--- config.mk ---
export PLATFORM = sky130hd
export DESIGN_NAME = mem_port_arbiter_flat
export DESIGN_NICKNAME = d
export VERILOG_FILES = /design/src/rtl/mem_port_arbiter_if.sv /design/src/rtl/mem_port_arbiter.sv /design/src/flat_wrapper.sv
export SDC_FILE = /design/constraint.sdc
export NUM_CORES = 1
export LEC_CHECK = 0
export CAP_MARGIN = 20
export CORE_ASPECT_RATIO = 1.75
export CORE_UTILIZATION = 39
export DETAILED_ROUTE_END_ITERATION = 6
export GPL_TIMING_DRIVEN = 0
export PLACE_DENSITY = 0.91
export SETUP_SLACK_MARGIN = 0.4
export SKIP_CTS_REPAIR_TIMING = 1
export SYNTH_ARGS = -nofsm -noshare
export SYNTH_HDL_FRONTEND = slang
export SYNTH_SLANG_ARGS = --single-unit
--- constraint.sdc ---
create_clock -name clock -period 6.4 [get_ports clock]
set_input_delay 0.96 -clock clock [delete_from_list [all_inputs] [get_ports clock]]
set_output_delay 0.96 -clock clock [all_outputs]
set_load 0.02 [all_outputs]
--- src/rtl/mem_port_arbiter_if.sv ---
// Shared memory-port arbiter bus: requester-side fields in, arbitrated port out.
// The data-width package lives here so it is compiled ahead of every user.

package pkg_en;
   localparam int WIDTH_DATA = 8;
endpackage

interface mem_port_arbiter_if #(
   parameter int NUM_REQ    = 4,
   parameter int WIDTH_ADDR = 8,
   parameter int WIDTH_DATA = pkg_en::WIDTH_DATA
);
   // Requester side, packed per requester
   logic [NUM_REQ-1:0]            I_Req;
   logic [NUM_REQ-1:0]            I_We;
   logic [2*NUM_REQ-1:0]          I_AccessMode;
   logic [WIDTH_ADDR*NUM_REQ-1:0] I_Address;
   logic [WIDTH_DATA*NUM_REQ-1:0] I_Data;
   logic [NUM_REQ-1:0]            I_End;
   logic [NUM_REQ-1:0]            O_Grant;

   // Memory port side
   logic                          O_Req;
   logic                          O_We;
   logic [1:0]                    O_AccessMode;
   logic [WIDTH_ADDR-1:0]         O_Address;
   logic [WIDTH_DATA-1:0]         O_Data;
   logic [WIDTH_DATA-1:0]         I_Rd_Data;

   // Read return and status
   logic [NUM_REQ-1:0]            O_Rd_Valid;
   logic [WIDTH_DATA-1:0]         O_Rd_Data;
   logic                          O_Busy;

   // Arbiter view
   modport slave (
      input  I_Req, I_We, I_AccessMode, I_Address, I_Data, I_End, I_Rd_Data,
      output O_Grant, O_Req, O_We, O_AccessMode, O_Address, O_Data,
             O_Rd_Valid, O_Rd_Data, O_Busy
   );

   // Requester / memory environment view
   modport master (
      output I_Req, I_We, I_AccessMode, I_Address, I_Data, I_End, I_Rd_Data,
      input  O_Grant, O_Req, O_We, O_AccessMode, O_Address, O_Data,
             O_Rd_Valid, O_Rd_Data, O_Busy
   );
endinterface

--- src/rtl/mem_port_arbiter.sv ---
// Round-robin arbiter giving NUM_REQ load/store requesters exclusive bursts
// on one memory port. A grant is held until the owner signals I_End, or is
// preempted after MAX_HOLD cycles when someone else is waiting. Every grant
// is separated from the next by one IDLE cycle.

module mem_port_arbiter #(
   parameter int NUM_REQ    = 4,
   parameter int WIDTH_ADDR = 8,
   parameter int MAX_HOLD   = 16
) (
   input  logic                 clock,
   input  logic                 reset,
   mem_port_arbiter_if.slave    bus
);

   localparam int WIDTH_DATA = pkg_en::WIDTH_DATA;
   localparam int PTR_W      = (NUM_REQ > 1) ? $clog2(NUM_REQ) : 1;
   localparam int CNT_W      = $clog2(MAX_HOLD) + 1;

   localparam logic [0:0] ST_IDLE = 1'b0;
   localparam logic [0:0] ST_OWN  = 1'b1;

   // One-hot vector for a requester index
   function automatic logic [NUM_REQ-1:0] to_onehot(input logic [PTR_W-1:0] idx);
      logic [NUM_REQ-1:0] vec;
      vec = {{(NUM_REQ-1){1'b0}}, 1'b1} << idx;
      return vec;
   endfunction

   // Next requester index, wrapping NUM_REQ-1 back to 0
   function automatic logic [PTR_W-1:0] next_idx(input logic [PTR_W-1:0] idx);
      logic [PTR_W-1:0] nxt;
      if (idx == PTR_W'(NUM_REQ - 1)) begin
         nxt = {PTR_W{1'b0}};
      end else begin
         nxt = idx + {{(PTR_W-1){1'b0}}, 1'b1};
      end
      return nxt;
   endfunction

   logic [0:0]             state_r;
   logic [PTR_W-1:0]       ptr_r;
   logic [PTR_W-1:0]       owner_r;
   logic [CNT_W-1:0]       hold_cnt_r;
   logic [NUM_REQ-1:0]     grant_r;
   logic [NUM_REQ-1:0]     rd_valid_r;

   logic                   pick_found_s;
   logic [PTR_W-1:0]       pick_idx_s;
   logic [PTR_W-1:0]       scan_idx_s;

   logic                   owner_end_s;
   logic                   others_req_s;
   logic                   preempt_s;
   logic                   release_s;

   logic                   port_req_s;
   logic                   port_we_s;
   logic [1:0]             port_mode_s;
   logic [WIDTH_ADDR-1:0]  port_addr_s;
   logic [WIDTH_DATA-1:0]  port_data_s;

   // Search for the first requester starting at the rotating pointer
   always_comb begin
      pick_found_s = 1'b0;
      pick_idx_s   = {PTR_W{1'b0}};
      scan_idx_s   = ptr_r;
      for (int k = 0; k < NUM_REQ; k++) begin
         if (!pick_found_s && bus.I_Req[scan_idx_s]) begin
            pick_found_s = 1'b1;
            pick_idx_s   = scan_idx_s;
         end else begin
            pick_found_s = pick_found_s;
         end
         scan_idx_s = next_idx(scan_idx_s);
      end
   end

   // Release on the owner's last access, or preempt when the hold budget is spent and others wait
   always_comb begin
      owner_end_s  = bus.I_Req[owner_r] & bus.I_End[owner_r];
      others_req_s = |(bus.I_Req & ~to_onehot(owner_r));
      preempt_s    = (hold_cnt_r == CNT_W'(MAX_HOLD - 1)) & others_req_s;
      if (state_r == ST_OWN) begin
         release_s = owner_end_s | preempt_s;
      end else begin
         release_s = 1'b0;
      end
   end

   // Memory port follows the owner's fields while a grant is held, otherwise quiet
   always_comb begin
      port_req_s  = 1'b0;
      port_we_s   = 1'b0;
      port_mode_s = 2'b00;
      port_addr_s = {WIDTH_ADDR{1'b0}};
      port_data_s = {WIDTH_DATA{1'b0}};
      if (state_r == ST_OWN) begin
         port_req_s  = bus.I_Req[owner_r];
         port_we_s   = bus.I_We[owner_r];
         port_mode_s = bus.I_AccessMode[int'(owner_r)*2 +: 2];
         port_addr_s = bus.I_Address[int'(owner_r)*WIDTH_ADDR +: WIDTH_ADDR];
         port_data_s = bus.I_Data[int'(owner_r)*WIDTH_DATA +: WIDTH_DATA];
      end else begin
         port_req_s  = 1'b0;
      end
   end

   // Arbitration FSM: grant from IDLE, hold/count in OWN, rotate pointer on release
   always_ff @(posedge clock or negedge reset) begin
      if (!reset) begin
         state_r    <= ST_IDLE;
         ptr_r      <= {PTR_W{1'b0}};
         owner_r    <= {PTR_W{1'b0}};
         hold_cnt_r <= {CNT_W{1'b0}};
         grant_r    <= {NUM_REQ{1'b0}};
      end else begin
         case (state_r)
            ST_IDLE: begin
               if (pick_found_s) begin
                  state_r    <= ST_OWN;
                  owner_r    <= pick_idx_s;
                  grant_r    <= to_onehot(pick_idx_s);
                  hold_cnt_r <= {CNT_W{1'b0}};
               end else begin
                  state_r    <= ST_IDLE;
               end
            end
            ST_OWN: begin
               if (release_s) begin
                  state_r <= ST_IDLE;
                  grant_r <= {NUM_REQ{1'b0}};
                  ptr_r   <= next_idx(owner_r);
               end else if (hold_cnt_r < CNT_W'(MAX_HOLD)) begin
                  hold_cnt_r <= hold_cnt_r + {{(CNT_W-1){1'b0}}, 1'b1};
               end else begin
                  hold_cnt_r <= hold_cnt_r;
               end
            end
            default: begin
               state_r <= ST_IDLE;
               grant_r <= {NUM_REQ{1'b0}};
            end
         endcase
      end
   end

   // Read data returns one cycle after a load; tag it with the owner that issued it
   always_ff @(posedge clock or negedge reset) begin
      if (!reset) begin
         rd_valid_r <= {NUM_REQ{1'b0}};
      end else if (port_req_s && !port_we_s) begin
         rd_valid_r <= to_onehot(owner_r);
      end else begin
         rd_valid_r <= {NUM_REQ{1'b0}};
      end
   end

   assign bus.O_Grant      = grant_r;
   assign bus.O_Busy       = (state_r == ST_OWN);
   assign bus.O_Req        = port_req_s;
   assign bus.O_We         = port_we_s;
   assign bus.O_AccessMode = port_mode_s;
   assign bus.O_Address    = port_addr_s;
   assign bus.O_Data       = port_data_s;
   assign bus.O_Rd_Valid   = rd_valid_r;
   assign bus.O_Rd_Data    = bus.I_Rd_Data;

endmodule

--- src/flat_wrapper.sv ---
// flat-port wrapper written by rule: the top's interface ports become plain ports
module mem_port_arbiter_flat 
#(
   parameter int NUM_REQ    = 4,
   parameter int WIDTH_ADDR = 8,
   parameter int MAX_HOLD   = 16
)
  (clock, reset, bus_I_Req, bus_I_We, bus_I_AccessMode, bus_I_Address, bus_I_Data, bus_I_End, bus_I_Rd_Data, bus_O_Grant, bus_O_Req, bus_O_We, bus_O_AccessMode, bus_O_Address, bus_O_Data, bus_O_Rd_Valid, bus_O_Rd_Data, bus_O_Busy);
  mem_port_arbiter_if #(.NUM_REQ(NUM_REQ), .WIDTH_ADDR(WIDTH_ADDR), .WIDTH_DATA((pkg_en::WIDTH_DATA))) bus_i ();
  input  logic clock;
  input  logic reset;
  input wire logic [$bits(bus_i.I_Req)-1:0] bus_I_Req;
  input wire logic [$bits(bus_i.I_We)-1:0] bus_I_We;
  input wire logic [$bits(bus_i.I_AccessMode)-1:0] bus_I_AccessMode;
  input wire logic [$bits(bus_i.I_Address)-1:0] bus_I_Address;
  input wire logic [$bits(bus_i.I_Data)-1:0] bus_I_Data;
  input wire logic [$bits(bus_i.I_End)-1:0] bus_I_End;
  input wire logic [$bits(bus_i.I_Rd_Data)-1:0] bus_I_Rd_Data;
  output wire logic [$bits(bus_i.O_Grant)-1:0] bus_O_Grant;
  output wire logic [$bits(bus_i.O_Req)-1:0] bus_O_Req;
  output wire logic [$bits(bus_i.O_We)-1:0] bus_O_We;
  output wire logic [$bits(bus_i.O_AccessMode)-1:0] bus_O_AccessMode;
  output wire logic [$bits(bus_i.O_Address)-1:0] bus_O_Address;
  output wire logic [$bits(bus_i.O_Data)-1:0] bus_O_Data;
  output wire logic [$bits(bus_i.O_Rd_Valid)-1:0] bus_O_Rd_Valid;
  output wire logic [$bits(bus_i.O_Rd_Data)-1:0] bus_O_Rd_Data;
  output wire logic [$bits(bus_i.O_Busy)-1:0] bus_O_Busy;
  assign bus_i.I_Req = bus_I_Req;
  assign bus_i.I_We = bus_I_We;
  assign bus_i.I_AccessMode = bus_I_AccessMode;
  assign bus_i.I_Address = bus_I_Address;
  assign bus_i.I_Data = bus_I_Data;
  assign bus_i.I_End = bus_I_End;
  assign bus_i.I_Rd_Data = bus_I_Rd_Data;
  assign bus_O_Grant = bus_i.O_Grant;
  assign bus_O_Req = bus_i.O_Req;
  assign bus_O_We = bus_i.O_We;
  assign bus_O_AccessMode = bus_i.O_AccessMode;
  assign bus_O_Address = bus_i.O_Address;
  assign bus_O_Data = bus_i.O_Data;
  assign bus_O_Rd_Valid = bus_i.O_Rd_Valid;
  assign bus_O_Rd_Data = bus_i.O_Rd_Data;
  assign bus_O_Busy = bus_i.O_Busy;
  mem_port_arbiter #(.NUM_REQ(NUM_REQ), .WIDTH_ADDR(WIDTH_ADDR), .MAX_HOLD(MAX_HOLD)) u_core (.clock(clock), .reset(reset), .bus(bus_i));
endmodule
Routing congestion map:
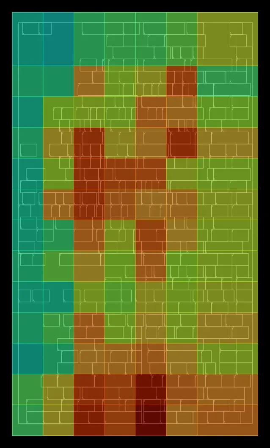
wire per inst: 17.6 µm
met3 Use GR: 2.74%
met1 Use GR: 24.8%
Overall Global Routing Usage: 25.0%
met2 Resource Use GR: 46.9%

M3 wires:
The bar under the picture is 20 µm long.
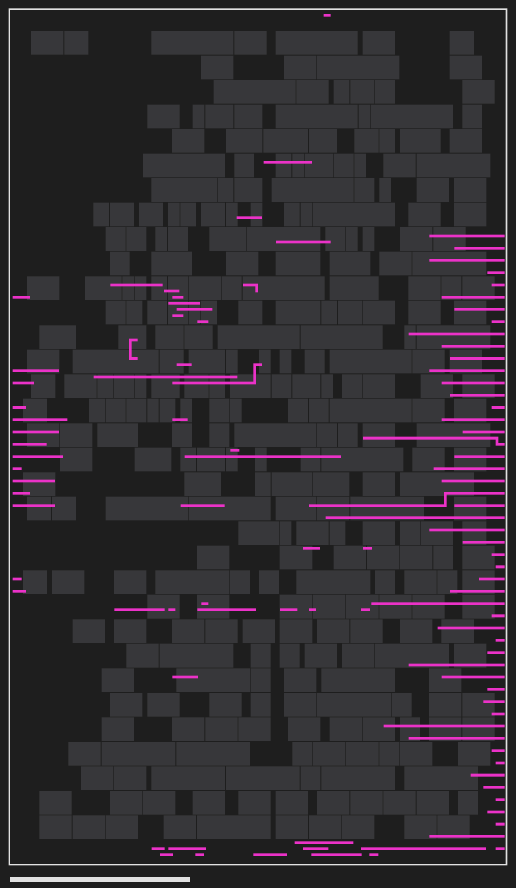
The wires run mostly horizontal. The layer holds 7.6% of the routed length. The layer carries 476 µm of wire. The longest straight run is 19.6 µm. 91 nets have wire on it.

The metal 2 layer:
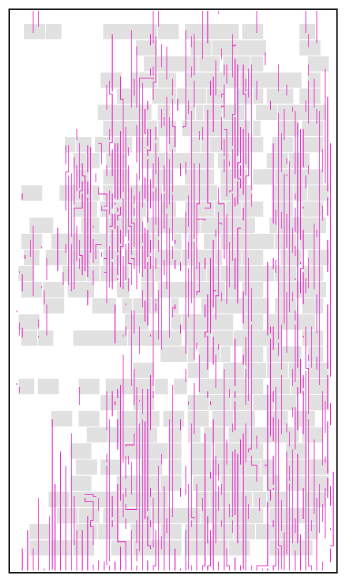
362 nets have wire on it. The longest straight run is 46.1 µm. The layer carries 3420 µm of wire. The wires run mostly vertical. The layer holds 54% of the routed length.

==> flow_summary.json <==
{
  "status": "complete, no violations",
  "reg2reg_from": "u_core.owner_r[1]$_DFFE_PN0P_",
  "root_buffer": "clkbuf_8",
  "timing.slew.headroom_pct": 45.9,
  "cts_tree": "done",
  "core_um2": 4710,
  "slew_viol_final": 0,
  "fmax_mhz": 264,
  "grt_max_degree": 19,
  "wl_um": 6280,
  "adder_share_pct": 4.57,
  "mux_share_pct": 28.8,
  "grt_pass1_wl_um": 9460,
  "rsz0062_at_grt": "no",
  "ys_types": 49,
  "reg2regPathDepth": 9,
  "clock_path_buffers": 2,
  "syn-num-nets": 282,
  "place_hpwl_um": 5410,
  "vias": 1985,
  "htreeDepth": 1,
  "yosys_cells": 181,
  "netlist_instances": 181,
  "synth.top_cells.by_count": "and2_1 (24), mux4_2 (21), dfrtp_1 (18)",
  "postRouteAntennaNets": 0,
  "die_h_um": 94.8,
  "post-route-period-util_pct": 59.2,
  "die-area_um2": 5210,
  "p_leak_uw": 0.00128,
  "nets": 408,
  "ir_drop_v": 0.000312,
  "clk_pin_slew_ns": 0.06,
  "drive_gt1_share_pct": 15.7,
  "holdCritPathClass": "register to register",
  "synth_warnings": 0,
  "top_cell": "and2_1",
  "cts.sinks": 18,
  "holdWs_ns": 0.508,
  "cp.required_ns": 5.44,
  "avgViaCountPerCell": 5.56,
  "setup_viol": 0,
  "setup.worst_path.end_class": "output port",
  "top_cells_by_area": "mux4_2 (25%), dfrtp_1 (23%), and2_1 (7.8%), ha_1 (4.6%), buf_4 (3.1%)",
  "n_antenna_cell": 0,
  "rows": 33,
  "worst_hold_path.num_cells": 1,
  "crit_type": "input pin to output port",
  "endpoint": "bus_O_Req",
  "finalClockSkew_ns": 0.00179,
  "regToRegEndpoint": "u_core.ptr_r[1]$_DFFE_PN0P_",
  "warning_count": 29,
  "fp_util_pct": 40.7,
  "synthToLayoutAreaGrowth_pct": 68.7,
  "ys.flop_type": "dfrtp_1",
  "yosys_area_um2": 1920,
  "hold_end": "u_core.bus.O_Grant[3]$_DFFE_PN0P_",
  "ys_sh_xor_pct": 0.913,
  "ys_ff": 18,
  "post-route-drc-count": 0,
  "crit_arrival_ns": 2.83,
  "ys_seq_share_pct": 23.5,
  "drt_iter0_markers": 60,
  "hold_violations": 0,
  "fillerInstances": 358,
  "top_logic_kind": "multiplexers",
  "place_ws_ns": 2.61,
  "overflow": 0,
  "maxCapViolations": 0,
  "synth_area_um2": 1920,
  "io_buffers": 121,
  "grt_pass1_vias": 2029,
  "placed_cells": 354,
  "syn_avg_cell_area_um2": 10.6,
  "synthAoiAreaFrac_pct": 15.0,
  "cts_buffers": 3,
  "antenna_found_initial": 0,
  "drt-pass1-iter-count": 5,
  "yosysTopAreaCellShare_pct": 24.7,
  "r2r_setup_slack_ns": 3.44,
  "setup_slack_ns": 2.61,
  "critical_path.max_fanout": 10,
  "layout.cells.non_filler": 357,
  "die_x_um": 55.0,
  "min_from": "u_core.bus.O_Grant[3]$_DFFE_PN0P_",
  "tns_ns": 0,
  "top_area_cell": "mux4_2",
  "multiInputGateArea_um2": 1310,
  "tightest_slew_ns": 0.809
}
cell usage in the layout (no fill, tap or decap), types with 5 or more instances in the layout:
master,count
buf_2,5
buf_4,8
dfrtp_1,18
o21ai_1,5
nand2b_1,6
mux4_2,21
nand2_1,13
and2_1,24
clkdlybuf4s50_1,121
ha_1,7
inv_1,6
registers in the layout, summed over array words and instances, names as in the netlist:
name                   cells
u_core.bus.O_Grant         4
u_core.bus.O_Rd_Valid      4
u_core.bus.O_Busy          1
u_core.hold_cnt_r          5
u_core.ptr_r               2
u_core.owner_r             2
cell type report:
type | instances | share of cell area (%)
multi-input cells | 136 | 40.4
repair buffers | 121 | 37.4
flip-flops and latches | 18 | 13.9
plain buffers | 20 | 4.14
well taps | 52 | 2.01
clock buffers | 3 | 1.28
inverters | 7 | 0.812
layer usage:
layer,routed length (µm),vias to the layer above,global-route usage (%)
li1,-,922,-
met1,2060,917,24.8
met2,3420,122,46.9
met3,475,24,2.74
met4,325,0,13.3
met5,0,-,0
report_power, final:
group / switching, µW / total [µW] / internal, µW
sequential: 41.1 / 197 / 156
clock: 34.2 / 75.9 / 41.7
combinational: 498 / 1020 / 526
per-stage QoR:
| step | utilization [%] | area, µm² |
|---|---|---|
| 6_report | 68.7 | 3240 |
| 2_1_floorplan | - | 1920 |
| 5_1_grt | 68.7 | 3240 |
| 4_1_cts | 68.7 | 3240 |
| 3_3_place_gp | 67.9 | 3190 |
| 3_5_place_dp | 67.9 | 3190 |
worst max-delay path, stage by stage:
cell and delay (ns):
clkdlybuf4s50_1 0.41, buf_2 0.18, mux4_2 0.52, and2_1 0.21, clkdlybuf4s50_1 0.54
